[src/rtl/instruction_fetcher.sv]
// ---------------------------------------------------------------------------
// instruction_fetcher
//
// Read side of the instruction memory. Generates word addresses into the
// synchronous-read instruction BRAM and hands each fetched word, with its PC,
// to the decode stage. Handles decode back-pressure (stall), control-flow
// redirects (branch) and reads that collide with a loader store to the same
// address.
//
// Pipeline:
//   p0 : pc_p0 is presented to the BRAM as mem_address.
//   p1 : the read issued from p0 is in flight (fly_pc_p1 / vld_p1).
//   out: the BRAM word is captured into inst / inst_pc / inst_valid.
//
// Ports:
//   clk                 rising-edge clock
//   reset               asynchronous, active-high
//   stall               decode cannot accept; the outputs hold
//   branch_taken        redirect fetch to branch_target this cycle
//   branch_target       redirect address
//   imem_write_enable   loader store strobe (same cycle as the BRAM write)
//   imem_write_address  loader store address
//   mem_address         BRAM read address (the pc_p0 register)
//   mem_read_data       BRAM read data, valid one cycle after mem_address
//   inst                fetched instruction word
//   inst_pc             address of inst
//   inst_valid          inst / inst_pc hold a real instruction
// ---------------------------------------------------------------------------
module instruction_fetcher #(
    parameter int                    ADDR_WIDTH = 16,
    parameter logic [ADDR_WIDTH-1:0] RESET_PC   = '0
) (
    input  logic                  clk,
    input  logic                  reset,
    input  logic                  stall,
    input  logic                  branch_taken,
    input  logic [ADDR_WIDTH-1:0] branch_target,
    input  logic                  imem_write_enable,
    input  logic [ADDR_WIDTH-1:0] imem_write_address,
    output logic [ADDR_WIDTH-1:0] mem_address,
    input  logic [31:0]           mem_read_data,
    output logic [31:0]           inst,
    output logic [ADDR_WIDTH-1:0] inst_pc,
    output logic                  inst_valid
);

    // Per-edge action, in priority order.
    localparam logic [1:0] ACT_NORMAL   = 2'd0;
    localparam logic [1:0] ACT_BRANCH   = 2'd1;
    localparam logic [1:0] ACT_STALL    = 2'd2;
    localparam logic [1:0] ACT_CONFLICT = 2'd3;

    logic [ADDR_WIDTH-1:0] pc_p0;
    logic [ADDR_WIDTH-1:0] fly_pc_p1;
    logic                  vld_p1;
    logic [1:0]            act;

    // Sequential address step; wraps silently at the top of the address space.
    function automatic logic [ADDR_WIDTH-1:0] pc_inc(input logic [ADDR_WIDTH-1:0] a);
        return a + {{(ADDR_WIDTH-1){1'b0}}, 1'b1};
    endfunction

    assign mem_address = pc_p0;

    always_comb begin
        act = ACT_NORMAL;
        if (branch_taken) begin
            act = ACT_BRANCH;
        end else if (stall) begin
            act = ACT_STALL;
        end else if (imem_write_enable && (imem_write_address == pc_p0)) begin
            // The word being read this cycle is being overwritten; the read
            // returns stale data, so it is dropped and pc re-presented.
            act = ACT_CONFLICT;
        end
    end

    // p0 -> p1 : address issue and in-flight tracking
    always_ff @(posedge clk or posedge reset) begin
        if (reset) begin
            pc_p0     <= RESET_PC;
            fly_pc_p1 <= '0;
            vld_p1    <= 1'b0;
        end else begin
            case (act)
                ACT_BRANCH: begin
                    pc_p0  <= branch_target;
                    vld_p1 <= 1'b0;
                end
                ACT_STALL: begin
                    // The in-flight word cannot be accepted, so its address is
                    // re-presented once decode is ready again.
                    if (vld_p1) begin
                        pc_p0 <= fly_pc_p1;
                    end
                    vld_p1 <= 1'b0;
                end
                ACT_CONFLICT: begin
                    vld_p1 <= 1'b0;
                end
                default: begin
                    fly_pc_p1 <= pc_p0;
                    vld_p1    <= 1'b1;
                    pc_p0     <= pc_inc(pc_p0);
                end
            endcase
        end
    end

    // p1 -> out : capture of the returned BRAM word
    always_ff @(posedge clk or posedge reset) begin
        if (reset) begin
            inst       <= '0;
            inst_pc    <= '0;
            inst_valid <= 1'b0;
        end else begin
            case (act)
                ACT_BRANCH: begin
                    inst_valid <= 1'b0;
                end
                ACT_STALL: begin
                    // Outputs hold while decode is stalled.
                end
                default: begin
                    inst       <= mem_read_data;
                    inst_pc    <= fly_pc_p1;
                    inst_valid <= vld_p1;
                end
            endcase
        end
    end

endmodule

[config.mk]
export PLATFORM = sky130hd
export DESIGN_NAME = instruction_fetcher
export DESIGN_NICKNAME = d
export VERILOG_FILES = /design/src/rtl/instruction_fetcher.sv
export SDC_FILE = /design/constraint.sdc
export NUM_CORES = 1
export LEC_CHECK = 0
export CAP_MARGIN = 40
export CORE_MARGIN = 4
export CORE_UTILIZATION = 46
export DETAILED_ROUTE_END_ITERATION = 16
export HOLD_SLACK_MARGIN = 0.03
export MAX_ROUTING_LAYER = met4
export PLACE_DENSITY = 0.87
export SETUP_SLACK_MARGIN = 0.05
export SLEW_MARGIN = 5
export SYNTH_ARGS = -nofsm -noshare
export SYNTH_HDL_FRONTEND = slang
export SYNTH_SLANG_ARGS = --single-unit
[constraint.sdc]
create_clock -name clk -period 2.9 [get_ports clk]
set_input_delay 0.58 -clock clk [delete_from_list [all_inputs] [get_ports clk]]
set_output_delay 0.58 -clock clk [all_outputs]
set_load 0.01 [all_outputs]
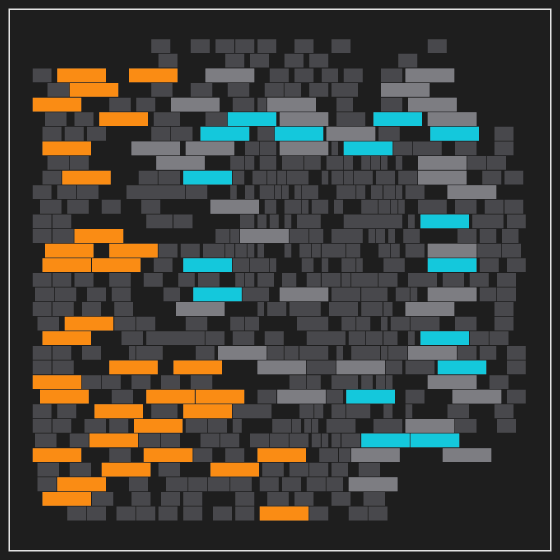
registers.png
[fly_pc_p1] cyan | sequential cells: 16
[inst] orange | sequential cells: 32

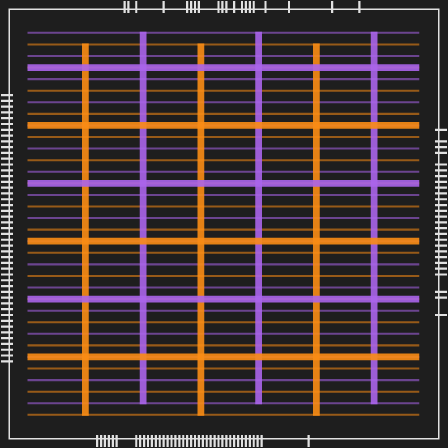
pdn.png
Pins as bars on the die edge.
[VSS] orange
[VDD] purple
met4 straps: 6
met1 rails: 34
rows: 33

[stage by stage]
step / setup WS [ps] / power, W
floorplan: 212 / 0.00202
global placement: -28.9 / 0.00255
finish: 246 / 0.00354
global route: 95.7 / 0.00372
detailed placement: -108 / 0.00259
CTS: 279 / 0.00357
[worst max path at each step]
stage                          start               to  slack (ps)  cells past startpoint
2_1_floorplan                  reset     fly_pc_p1[0]         210                      1
3_3_place_gp   imem_write_address[9]   mem_address[2]         -30                      7
3_5_place_dp   imem_write_address[9]  mem_address[12]        -110                      8
4_1_cts        imem_write_address[9]   mem_address[1]         280                      7
5_1_grt        imem_write_address[9]  mem_address[12]         100                      8
6_report       imem_write_address[9]  mem_address[12]         250                      8
==> flow_metrics.env <==
# yosys + openroad results
export IMPL_synthTopCellsByCount="dfrtp_1, mux2_2, nand2_1"
export IMPL_r2r_end="mem_address[12]"
export IMPL_min_period_ps=2650
export IMPL_tap_cells=105
export IMPL_grt_pass1_wl_um=16600
export IMPL_gp_congestion=0.948
export IMPL_tns_ps=0
export IMPL_cts_tree="built"
export IMPL_dr_wl_met3_um=826
export IMPL_ff_type="dfrtp_1"
export IMPL_layout_drive_gt1_share=0.243
export IMPL_grtUsageTotal=0.217
export IMPL_simple_gate_area_frac=0.0800
export IMPL_finalCritPeriodShare=0.915
export IMPL_seq_power_w=0.00155
export IMPL_dominant_cells="flip-flops and latches"
export IMPL_fmax_ghz=0.377
export IMPL_power_leakage_nw=2.33
export IMPL_lay_top_cells="clkdlybuf4s50_1, dfrtp_1, mux2_2"
export IMPL_core_mm2=0.00826
export IMPL_synthCells=306
export IMPL_path_buffers=2
export IMPL_clkSlewWorstSetupHoldPaths_ps=80
export IMPL_reg2reg_from="mem_address[5]"
export IMPL_status="completed"
export IMPL_chip_area_mm2=0.0101
export IMPL_postRouteAntennaNets=0
export IMPL_grt_max_degree=83
export IMPL_p_int_w=0.00257
export IMPL_place_inst=537
export IMPL_logic_gates=198
export IMPL_flops=82
export IMPL_postCtsHoldBufs=0
export IMPL_yosysWarningCount=0
export IMPL_final_core_util=0.683
export IMPL_fp_util=0.477
Power is estimated from default activity; no workload was simulated.
